Fig. 1: run 1, clock distribution
(4 px per um)
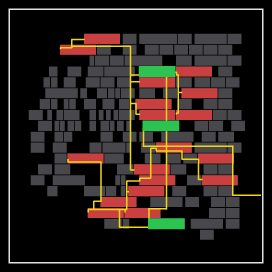
Fig. 2: run 1, a small window of the routed layout
Window x 37 to 57, y 6 to 26 um. Cells in gray, sequential cells in the stronger gray; small squares are vias.
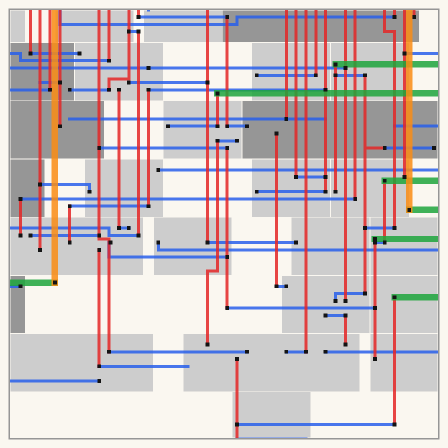
Fig. 3: run 1, metal layers overlaid
(6 px per um)
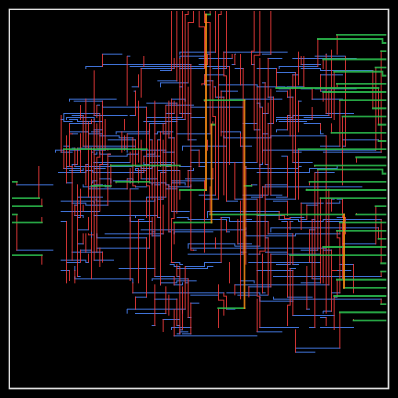
File: src/rtl/sel_pkg.sv
// Shared definitions for the registered N:1 selector family: mode constants,
// state encoding and a width helper that never returns zero.
package sel_pkg;

    localparam logic MODE_MANUAL = 1'b0;
    localparam logic MODE_SCAN   = 1'b1;

    typedef enum logic [1:0] {
        ST_IDLE   = 2'd0,
        ST_MANUAL = 2'd1,
        ST_SCAN   = 2'd2
    } state_t;

    // $clog2 of 1 or 2 would give a zero/one-bit width; keep at least one bit.
    function automatic int clog2_min1(input int v);
        return (v <= 2) ? 1 : $clog2(v);
    endfunction

endpackage

File: src/rtl/sel_next_ch.sv
// Combinational circular priority finder: first set bit of mask searching
// upward from start+1, wrapping N-1 -> 0 and ending at start itself.
module sel_next_ch import sel_pkg::*; #(
    parameter int N = 4,
    localparam int SW = clog2_min1(N)
) (
    input  logic [N-1:0]  mask,
    input  logic [SW-1:0] start,
    output logic [SW-1:0] next_idx,
    output logic          found
);

    int idx;

    always_comb begin
        next_idx = '0;
        found    = 1'b0;
        idx      = 0;
        // i == N lands back on start, so a lone enabled channel finds itself.
        for (int i = 1; i <= N; i++) begin
            idx = (int'(start) + i) % N;
            if (!found && mask[idx[SW-1:0]]) begin
                found    = 1'b1;
                next_idx = idx[SW-1:0];
            end
        end
    end

endmodule

File: src/rtl/sel_n_1_scan.sv
// Registered N:1 selector with per-channel enable mask and an automatic scan
// mode that dwells DWELL cycles on each enabled channel.
module sel_n_1_scan import sel_pkg::*; #(
    parameter int N     = 4,
    parameter int W     = 8,
    parameter int DWELL = 4,
    localparam int SW   = clog2_min1(N)
) (
    input  logic           clk,
    input  logic           rst_n,
    input  logic [N*W-1:0] in,
    input  logic [SW-1:0]  sel_in,
    input  logic           mode,
    input  logic           en,
    input  logic [N-1:0]   ch_en,
    output logic [W-1:0]   out,
    output logic [SW-1:0]  out_sel,
    output logic           out_valid,
    output logic           ch_done,
    output logic [1:0]     dbg_state
);

    localparam int CW = clog2_min1(DWELL);

    state_t         state;
    logic [CW-1:0]  cnt;
    // scan_ch is the channel to present next; out_sel trails it by one edge
    // so that out_sel always names the data currently on out.
    logic [SW-1:0]  scan_ch;
    logic [SW-1:0]  nxt_ch;
    logic           nxt_found;
    logic           sel_ok;

    assign sel_ok    = ({1'b0, sel_in} < (SW+1)'(N));
    assign dbg_state = state;

    sel_next_ch #(.N(N)) u_next_ch (
        .mask     (ch_en),
        .start    (scan_ch),
        .next_idx (nxt_ch),
        .found    (nxt_found)
    );

    always_ff @(posedge clk or negedge rst_n) begin
        if (!rst_n) begin
            state     <= ST_IDLE;
            cnt       <= '0;
            scan_ch   <= '0;
            out       <= '0;
            out_sel   <= '0;
            out_valid <= 1'b0;
            ch_done   <= 1'b0;
        end else begin
            ch_done <= 1'b0;
            if (!en) begin
                state     <= ST_IDLE;
                out_valid <= 1'b0;
                cnt       <= '0;
            end else if (mode == MODE_MANUAL) begin
                state <= ST_MANUAL;
                cnt   <= '0;
                if (sel_ok) begin
                    out       <= in[sel_in*W +: W];
                    out_sel   <= sel_in;
                    scan_ch   <= sel_in;
                    out_valid <= ch_en[sel_in];
                end else begin
                    out_valid <= 1'b0;
                end
            end else begin
                state <= ST_SCAN;
                if (!nxt_found) begin
                    // Empty mask: park on the current channel.
                    out_valid <= 1'b0;
                    cnt       <= '0;
                end else if (!ch_en[scan_ch]) begin
                    // Channel vanished mid-dwell: jump without a done pulse.
                    scan_ch   <= nxt_ch;
                    out_sel   <= nxt_ch;
                    out_valid <= 1'b0;
                    cnt       <= '0;
                end else begin
                    out       <= in[scan_ch*W +: W];
                    out_sel   <= scan_ch;
                    out_valid <= 1'b1;
                    if (cnt == CW'(DWELL - 1)) begin
                        ch_done <= 1'b1;
                        cnt     <= '0;
                        scan_ch <= nxt_ch;
                    end else begin
                        cnt <= cnt + CW'(1);
                    end
                end
            end
        end
    end

endmodule

File: config.mk
export PLATFORM = sky130hd
export DESIGN_NAME = sel_n_1_scan
export DESIGN_NICKNAME = d
export VERILOG_FILES = /design/src/rtl/sel_pkg.sv /design/src/rtl/sel_next_ch.sv /design/src/rtl/sel_n_1_scan.sv
export SDC_FILE = /design/constraint.sdc
export NUM_CORES = 1
export LEC_CHECK = 0
export CORE_MARGIN = 4
export CORE_UTILIZATION = 40
export CTS_BUF_LIST = sky130_fd_sc_hd__clkbuf_16
export DETAILED_ROUTE_END_ITERATION = 8
export GPL_ROUTABILITY_DRIVEN = 0
export HOLD_SLACK_MARGIN = 0.15
export PLACE_DENSITY = 0.89
export SLEW_MARGIN = 10
export SYNTH_ARGS = -nofsm -noshare
export SYNTH_HDL_FRONTEND = slang
export SYNTH_SLANG_ARGS = --single-unit
File: constraint.sdc
create_clock -name clk -period 3.5 [get_ports clk]
set_input_delay 0.7 -clock clk [delete_from_list [all_inputs] [get_ports clk]]
set_output_delay 0.7 -clock clk [all_outputs]
set_load 0.05 [all_outputs]
==> results.ini, run 1 <==
[pwr]
power.density_nw_per_um2=621
clock_power_uw=230

[timing]
worst_slack_ns=0.675

[worst_setup_path]
critPathCapture=out[1]
worstPathMaxFanout=11
r2r_slack_ns=1.45
crit_chain=clkdlybuf4s50_1 -> inv_1 -> nand2_1 -> a21boi_2 -> mux4_1 -> mux2_2
critical_path.top_delay_family=buffers and inverters

[layout]
seq_cells=18
clkbuf_count=3
diodes=0
final_cells=181
n_all_inverters=4
mostFrequentLayoutCells=55 x clkdlybuf4s50_1, 18 x dfrtp_1, 8 x mux4_2
lay_top_count=clkdlybuf4s50_1

[drt]
routed.top_layer=met4

[yosys]
ys_cells=95
syn_inst=95
synth.avg_cell_area_um2=12.7
most_common_cell=dfrtp_1

[run_status]
outcome=finished clean

[clocking]
cts_root_buf=clkbuf_16
cts_max_level=1

[floorplanning]
n_tap_cell=31
num_rows=19
die_h_um=63.0

[global_routing]
antenna_found_initial=0
use_met2_pct=32.8

[job]
warning_count=26

[placed_design]
place.port_buffers=55

Back to the opening pictures, Fig. 1:
[flip-flops] red | count: 18
[clock wires] yellow | length: 276 um
[clock drivers] green | count: 3
routed clock nets: 4
clock network power share: 20.1%
Layout Skew: 0.00262 ns
Insertion Delay late pin: 0.25 ns

Back to the opening pictures, Fig. 2:
| layer | color |
|---|---|
| metal 1 | blue |
| metal 4 | orange |
| metal 2 | red |
| metal 3 | green |
sequential cells in the window: 2
cells with their middle in the window: 21
most frequent: clkdlybuf4s50_1 (14)
netlist names of flops here include: `out` (2)

Back to the opening pictures, Fig. 3:
| layer | color | wire length |
|---|---|---|
| metal 3 | green | 373 um |
| metal 2 | red | 1800 um |
| metal 1 | blue | 1320 um |
| metal 4 | orange | 92.5 um |
wire length per cell: 19.8 um
total wire length: 3590 um
via count: 1051
gr usage total: 19.0%

Fig. 4: run 1, where the registers sit
(8 px per um) Other sequential cells in the stronger gray, the rest of the logic in the fainter gray.
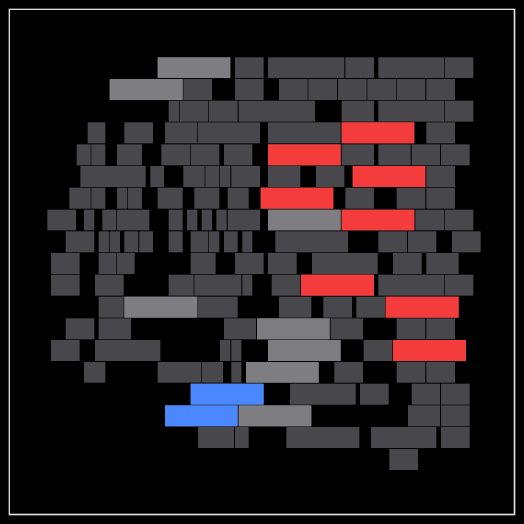

==> run 2, diff against run 1 <==
--- a/config.mk
+++ b/config.mk
@@ -6,12 +6,12 @@
 export NUM_CORES = 1
 export LEC_CHECK = 0
 export CORE_MARGIN = 4
-export CORE_UTILIZATION = 40
+export CORE_UTILIZATION = 37
 export CTS_BUF_LIST = sky130_fd_sc_hd__clkbuf_16
 export DETAILED_ROUTE_END_ITERATION = 8
 export GPL_ROUTABILITY_DRIVEN = 0
 export HOLD_SLACK_MARGIN = 0.15
-export PLACE_DENSITY = 0.89
+export PLACE_DENSITY = 0.87
 export SLEW_MARGIN = 10
 export SYNTH_ARGS = -nofsm -noshare
 export SYNTH_HDL_FRONTEND = slang
==> constraint.sdc (replaced) <==
create_clock -name clk -period 2.3 [get_ports clk]
set_input_delay 0.46 -clock clk [delete_from_list [all_inputs] [get_ports clk]]
set_output_delay 0.46 -clock clk [all_outputs]
set_load 0.05 [all_outputs]
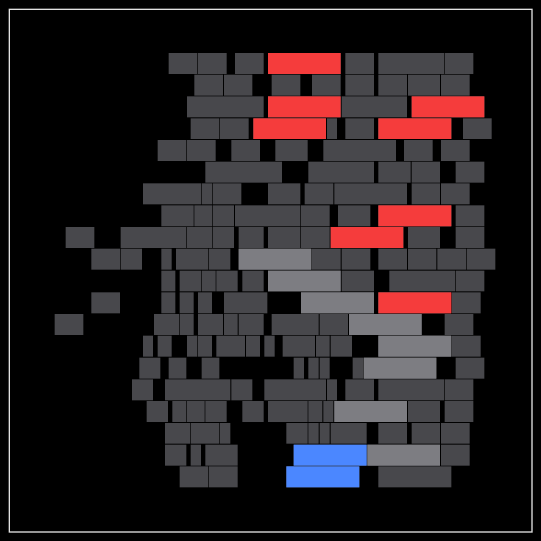
Fig. 5. Where the registers sit (run 2).
(8 px per um) Other sequential cells in the stronger gray, the rest of the logic in the fainter gray.
| signal | color | sequential cells |
|---|---|---|
| `cnt` | blue | 2 |
| `out` | red | 8 |
register area: 450 um2
Seq. pwr: 500 uW
Util after Layout: 63.7%
Seq area share: 23.0%

==> run 2 against run 1 <==
- cell count is 14% higher
- largest cell class unchanged
- synthesized cell count is the same
- critical endpoint is now out[0]
- worst hold slack worse by 0.0030 ns
- total power up 56%
- sequential share of layout area shrank 1.5 points
- non-clock buffer count grew 12
- synthesized area stayed put
- sequential power grew 53%
==> results.ini, run 2 <==
[clocking]
cts_max_level=1  ; unchanged
clk_latency_ns=0.25  ; about the same
cts_root_buf=clkbuf_16  ; unchanged

[worst_setup_path]
crit_chain=clkdlybuf4s50_1 -> nor2b_1 -> a21oi_2 -> buf_12 -> mux4_1 -> mux2_2  ; was clkdlybuf4s50_1 -> inv_1 -> nand2_1 -> a21boi_2 -> mux4_1 -> mux2_2
critPathCapture=out[0]  ; was out[1]
worstPathMaxFanout=8  ; was 11
critical_path.top_delay_family=multiplexers  ; was buffers and inverters
r2r_slack_ns=0.32  ; was 1.45 ns

[layout]
seq_cells=18  ; unchanged
n_all_inverters=4  ; unchanged
lay_top_count=clkdlybuf4s50_1  ; unchanged
mostFrequentLayoutCells=55 x clkdlybuf4s50_1, 18 x dfrtp_1, 12 x buf_4  ; was 55 x clkdlybuf4s50_1, 18 x dfrtp_1, 8 x mux4_2
final_cells=207  ; was 181
diodes=0  ; unchanged
largest_class=logic gates  ; unchanged

[yosys]
ys_cells=95  ; unchanged
xor_share_pct=0  ; unchanged
most_common_cell=dfrtp_1  ; unchanged
synth_flops=18  ; unchanged
synth.avg_cell_area_um2=12.7  ; unchanged
syn_inst=95  ; unchanged

[timing]
finalClockSkew_ns=0.000741  ; was 0.00262 ns
worst_slack_ns=0.194  ; was 0.675 ns

[run_status]
outcome=finished clean  ; unchanged

[drt]
post_drt_wl_per_cell_um=17.3  ; was 19.8 um
routed.top_layer=met4  ; unchanged
drt-total-wl_um=3580  ; was 3590 um

[pwr]
clkPwrFrac_pct=19.5  ; was 20.1%
clock_power_uw=347  ; was 230 uW
power.density_nw_per_um2=908  ; was 621 nW/um2

[floorplanning]
num_rows=20  ; was 19
die_h_um=65.2  ; was 63.0 um
n_tap_cell=44  ; was 31

[global_routing]
antenna_found_initial=0  ; unchanged
use_met2_pct=32.1  ; was 32.8%
track_usage_pct=17.2  ; was 19.0%

[worst_hold_path]
min_path_type=register to register  ; unchanged

Power is estimated from default activity; no workload was simulated.
